**Run 1: zoomed window**

Window x 22 to 47, y 12 to 37 µm. Cells in grey, sequential cells in the stronger grey; small squares are vias.
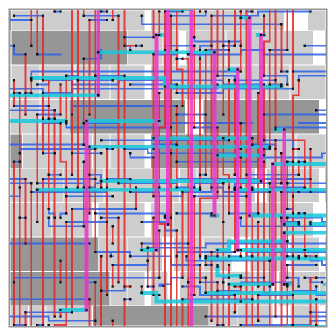
**Run 1: sequential cells grouped by signal name**

Scale: 3 px per µm.
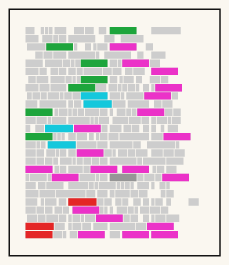
**Run 1: pin map**

Scale: 6 px per µm. Pins as bars across the die edge, other pins in grey.
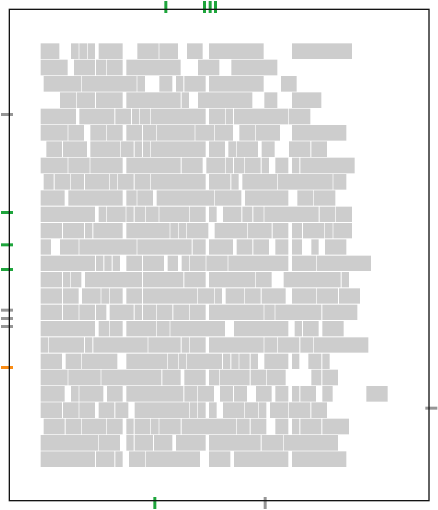
==> config.mk <==
export PLATFORM = sky130hd
export DESIGN_NAME = uart_msg_seq
export DESIGN_NICKNAME = d
export VERILOG_FILES = /design/src/rtl/uart_msg_seq.sv
export SDC_FILE = /design/constraint.sdc
export NUM_CORES = 1
export LEC_CHECK = 0
export ABC_CLOCK_PERIOD_IN_PS = 1600
export CORE_ASPECT_RATIO = 1.2
export CORE_MARGIN = 5
export CORE_UTILIZATION = 53
export DETAILED_ROUTE_END_ITERATION = 10
export PLACE_DENSITY = 0.84
export RECOVER_POWER = 100
export SLEW_MARGIN = 20
export SYNTH_ARGS = -nofsm -noshare
export SYNTH_HDL_FRONTEND = slang
export SYNTH_SLANG_ARGS = --single-unit
==> constraint.sdc <==
create_clock -name clk -period 1.6 [get_ports clk]
set_input_delay 0.16 -clock clk [delete_from_list [all_inputs] [get_ports clk]]
set_output_delay 0.16 -clock clk [all_outputs]
set_load 0.01 [all_outputs]
==> flow_summary.toml, run 1 <==
# physical design summary
[critical_path]
path_common_cell = "ha_4"
crit_chain = "ha_4 > ha_4 > inv_2 > and3_1 > o41ai_4"
ff2ff_path_depth = 5
critical_path.top_delay_family = "adder cells"
path_max_fanout = 5
cp-start-kind = "flop"
required_ns = 1.79
cpPeakStageDelay_ns = 0.48
criticalPathCategory = "flop to flop"
cp_slowest_cell = "dfrtp_2"
crit_arrival_ns = 1.93
end_kind = "flop"
reg2reg_setup_slack_ns = -0.14
cp.depth = 5
cp_num_buf_inv = 1

[grt]
grt_pass1_wl_mm = 10.89
antenna_found_initial = 0
grt_overflow = 0
grt_start_max_net_pins = 36
gr-usage-all-layers_pct = 24.28
grt_pass1_vias = 2216

[outcome]
outcome = "finished, violations left"
violations = "setup timing"

[drt]
postRouteAntennaNets = 0
num_vias = 2353
route.met2.wl_mm = 4.119
remaining_drc_errors = 0
wl_met3_um = 581
routedWlPerCell_um = 22.23
topRoutingLayerUsed = "met4"
drtIter0Drc = 217
dr.pass1.iters = 5
wl_mm = 8.069
met1Wirelength_mm = 3.060
vias_per_cell = 6.482

[power]
irDropWorstVdd_mv = 1.032
p_total_mw = 3.625
powerDensity_nw_per_um2 = 1085
p_leak_nw = 1.479

[logic_synthesis]
ys_sh_simple_pct = 27.74
ys_sh_xor_pct = 2.261
adder_share_pct = 5.516
postSynthCellCount = 240
yosysChipArea_um2 = 2268
synth_seq_share_pct = 38.61
synthFlopType = "dfrtp_1"
avgSynthCellArea_um2 = 9.452
edf_count = 0
ys.flops = 35
synth.top_cell.area_share_pct = 38.61
synth_area_leader_cell = "dfrtp_1"
async_reset_ff_share_pct = 100.0
synth_area_um2 = 2268
fp_nets = 254
ys_cells = 240
ys_sh_aoi_pct = 12.63
yosysWarningCount = 0
ys_top_logic_family = "simple AND/OR/NAND/NOR gates"
ys_sh_mux_pct = 7.943
area_leaders = "dfrtp_1 (39%), mux2i_1 (7.9%), ha_1 (5.5%)"
yosysUniqueCellTypes = 59

[floorplanning]
fp.dieArea_um2 = 5694
fp.coreArea_um2 = 4197
pin_count = 15
fp-utilization_pct = 54.05
rows = 26

[layout]
diodes = 0
design_area_um2 = 3342
drive_gt1_share_pct = 43.32
fin_nets = 320
fillerInstances = 187
syn2layout_area_growth_pct = 47.33
post_layout_nonfiller_instances = 363
largest_register_ffs = 20

[placed_design]
post_dp_cell_area_um2 = 2784
gp_congestion = 0.9074
place_ws_ns = -0.2009
dp.cells = 343
dp_hpwl_mm = 4.060

[timing]
tightest_slew_ns = 0.9307
timing.hold.ws_ns = 0.5122
fin_ws_ns = -0.1404
rsz0062_at_grt = "true"
period_minus_slack_ns = 1.740
slew_viol_final = 0
setup_viol = 21
clock.fmax_mhz = 574.6
hold_viol = 0
slew_headroom_pct = 37.96
totalNegativeSetupSlack_ns = -1.509
skew_ns = 0.008598
period_used_pct = 108.8

[clock_tree]
clockBufferDepth = 2
clk_latency_ns = 0.30
cts.repair_timing.setup_buffer_count = 4
cts_tree = "built"
path_clk_slew_ns = 0.08
ctsHtreeMaxLevel = 2
cts_root_buffer = "clkbuf_8"
cts_hold_buf = 0
cts_resized = 42
cts_made_buffers = 5
cts.sinks = 35

[hold_path]
min_path_type = "flop to flop"
holdPathStages = 2

[run]
warning_count = 36
cap_violations = 0
About 'zoomed window':
Key: magenta = met4; cyan = met3; blue = met1; red = met2
Most frequent: buf_4 (12), dfrtp_1 (6), nand2_1 (5). 62 logic cells have their middle in the window. Sequential cells in the window: 7.

About 'sequential cells grouped by signal name':
Key: cyan = `char_index` [placed flops 4]; green = `tx_data` [placed flops 7]; red = `state` [placed flops 3]; magenta = `delay_cnt` [placed flops 20]
Seq group: 1.23 mW
final core occ: 79.64%

About 'pin map':
Key: orange = `tx_en` [pins 1, direction output, edge west]; green = `tx_data` [pins 8, direction output, edge 4 north, 3 west, 1 south]
die width: 69.72 µm
PortBufs: 13
Vert. Die Dim: 81.67 µm

## run 1: cell usage after synthesis, types with 3 or more instances
cell type,instances
a21oi_1,4
inv_1,11
nand4_1,4
xnor2_1,3
buf_4,3
o21ai_0,11
buf_2,8
and2_1,6
nor4_1,3
mux2i_1,18
ha_1,10
dfrtp_1,35
a21o_1,3
nor3_1,9
and3_1,3
nand3_1,7
nand2b_1,7
nand2_1,26
nor2_1,18
## run 1: metal layers
metal,up-vias,track usage (%)
met5,-,0
met4,0,10.92
met1,1170,27.97
met2,151,43.89
met3,41,5.018
li1,991,-
## run 1: worst min-delay path, cell delays in order, from the launching register on
cell,delay [ns]
dfrtp_1,0.35
nand2_1,0.06
o221ai_1,0.06
## run 1: layout by cell type (no fill, tap or decap), drive strengths merged, types with 3 or more instances in the layout
cell type      netlist  layout
and2                 6       6
mux2i               18      18
buf                 11      59
nor3                10      10
dfrtp               35      35
xnor2                3       3
o21ai               11      11
nand3                8       8
nor4                 5       5
and3                 4       4
or2                  3       3
nand4                4       4
nand2b               7       7
a21o                 3       3
nand2               26      26
clkdlybuf4s50        0      10
nor2                18      18
o311ai               3       3
clkbuf               3       8
a21oi                4       4
inv                 11      11
ha                  10      10
## run 1: layout make-up
class	count	area, µm²	area share, %
clock buffers	7	76.32	2.284
clock inverters	1	5.005	0.1498
inverters	11	48.80	1.460
multi-input cells	180	1635	48.93
flip-flops and latches	35	882.1	26.39
well taps	56	70.07	2.097
repair buffers	73	624.3	18.68
## run 1: power breakdown
| part | switching [mW] | leakage, nW | total (mW) | internal [mW] |
|---|---|---|---|---|
| logic | 0.860 | 1.04 | 1.74 | 0.877 |
| registers | 0.205 | 0.398 | 1.23 | 1.02 |
| clock network | 0.353 | 0.0422 | 0.659 | 0.306 |
==> run 2: changes to the inputs <==
Settings changed: CELL_PAD_IN_SITES_DETAIL_PLACEMENT set to 1, CELL_PAD_IN_SITES_GLOBAL_PLACEMENT set to 1, CORE_UTILIZATION 53 to 41, PLACE_DENSITY 0.84 to 0.83.
**Run 2: selected gate families**

Scale: 3 px per µm.
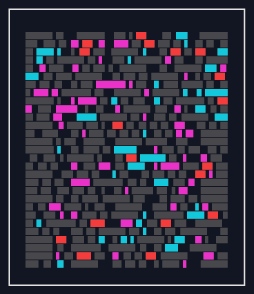
Key: magenta = NAND gates [cells 50]; red = multiplexers [cells 18]; cyan = NOR gates [cells 38, where all over the die]
Commonest Layout Cell: buf_4
final instance count without filler cells: 410
fraction of area in multi-input gates: 47.19%

**Run 2: sequential cells grouped by signal name**

Scale: 3 px per µm.
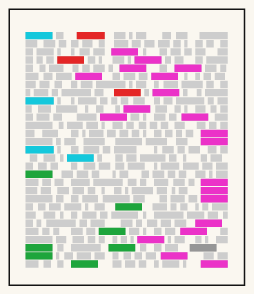
Key: green = `tx_data` [placed flops 7]; red = `state` [placed flops 3]; magenta = `delay_cnt` [placed flops 20]; cyan = `char_index` [placed flops 4]
Another 1 sequential cells are not coloured.
final core occ: 75.06%
sequential cell area share: 21.97%
Seq group: 1.21 mW
register area: 879.6 µm²

==> flow_summary.toml, run 2 <==
# physical design summary
[logic_synthesis]
postSynthCellCount = 240
synth_seq_share_pct = 38.61
fp_nets = 254
edf_count = 0
avgSynthCellArea_um2 = 9.452
synthFlopType = "dfrtp_1"
yosysWarningCount = 0
async_reset_ff_share_pct = 100.0
synth_area_leader_cell = "dfrtp_1"
ys_cells = 240
synth_area_um2 = 2268

[power]
irDropWorstVdd_mv = 1.301
seq_power_share_pct = 27.3
powerDensity_nw_per_um2 = 1108
p_sw_mw = 1.875
p_total_mw = 4.435
internal_power_mw = 2.560

[critical_path]
path_max_fanout = 5
criticalPathCategory = "flop to flop"
cp.depth = 7
cpPeakStageDelay_ns = 0.42
critical_path.top_delay_family = "flip-flops"
crit_chain = "inv_2 > ha_4 > nor2b_4 > buf_4 > nand3_2 > o21ai_2 > mux2i_1"
ff2ff_path_depth = 7
cp_num_buf_inv = 2
reg2reg_setup_slack_ns = -0.36
crit_arrival_ns = 2.15
required_ns = 1.79

[layout]
design_area_um2 = 4004
fin_nets = 361
syn2layout_area_growth_pct = 76.50
largest_register_ffs = 20
layout_top_cells = "buf_4 (67), dfrtp_1 (32), buf_6 (27)"
drive_gt1_share_pct = 61.21

[grt]
grt_start_max_net_pins = 25
grt_pass1_vias = 2741
grt_overflow = 0

[drt]
met1Wirelength_mm = 4.369
routedWlPerCell_um = 32.13
topRoutingLayerUsed = "met4"
remaining_drc_errors = 0
vias_per_cell = 6.595
route.met2.wl_mm = 6.862
wl_mm = 13.17
dr.pass1.iters = 4
drtIter0Drc = 205
postRouteAntennaNets = 0

[timing]
tightest_slew_ns = 0.6902
fin_ws_ns = -0.3629
hold_viol = 0
slew_viol_final = 0
clock.fmax_mhz = 509.4
setup_viol = 31
timing.hold.ws_ns = 0.4278
totalNegativeSetupSlack_ns = -5.447

[hold_path]
min_path_type = "input port to async pin"

[floorplanning]
fp-utilization_pct = 42.53
fp.dieH_um = 91.48
pin_count = 15
fp.dieArea_um2 = 7126
rows = 29

[placed_design]
dp_hpwl_mm = 5.426
dp.cells = 366
place_ws_ns = -0.2459
gp_congestion = 0.8357

[clock_tree]
cts_made_buffers = 5
cts_root_buffer = "clkbuf_8"
cts.sinks = 35

[outcome]
violations = "setup timing"
outcome = "finished, violations left"

[run]
cap_violations = 0
warning_count = 36
[run 2: cell counts after synthesis]
Identical to the previous run, type by type.
[run 2: area by class of cell]
class	instances	area (µm²)	area share, %
multi-input combinational	180	1889	47.19
clock buffer	7	86.33	2.156
timing repair buffer	114	1015	25.34
clock inverter	1	5.005	0.1250
tap	62	77.57	1.938
sequential	35	879.6	21.97
inverter	11	51.30	1.281
[run 2: power groups by stage]
stage	registers [mW]	clock network, mW	logic, mW
floorplan	1.16	0	0.647
global placement	1.17	0	1.31
detailed placement	1.19	0	1.39
CTS	1.17	0.691	1.80
global route	1.23	0.773	2.58
finish	1.21	0.736	2.49
[run 2: repair_timing]
| action | CTS | global route |
|---|---|---|
| setup endpoints to repair | 35 | 35 |
| resized | 79 | 95 |
| setup buffers | 16 | 21 |
| pin swaps | 16 | 38 |
| endpoints found under the hold margin | 22 | 0 |
| hold buffers | 1 | 0 |
| cloned | 1 | 0 |
[run 2: layer usage]
metal	up-vias	track usage (%)
li1	1073	-
met1	1355	27.76
met2	186	53.69
met3	90	4.455
met4	0	16.62
met5	-	0
[run 2: kinds of logic (layout without fill, tap and decap cells)]
family	Yosys count	count (layout)	share of synthesized area (%)
AOI/OAI and AO/OA	39	39	12.63
xor gates and xnor gates	5	5	2.262
adders and majority gates	10	10	5.516
buffers and inverters	25	133	5.130
DFF	35	35	38.61
muxes	18	18	7.943
other	1	1	0.1653
and+or+nand+nor	107	107	27.74
[run 2: worst register-to-register path: cells and delay by family, from the launching register on]
| family | cells | cell delay, ns |
|---|---|---|
| adders and majority gates | 1 | 0.15 |
| DFF | 1 | 0.42 |
| muxes | 1 | 0.34 |
| and+or+nand+nor | 2 | 0.37 |
| AOI/OAI and AO/OA | 1 | 0.26 |
| buffers and inverters | 2 | 0.29 |
Power is estimated from default activity; no workload was simulated.
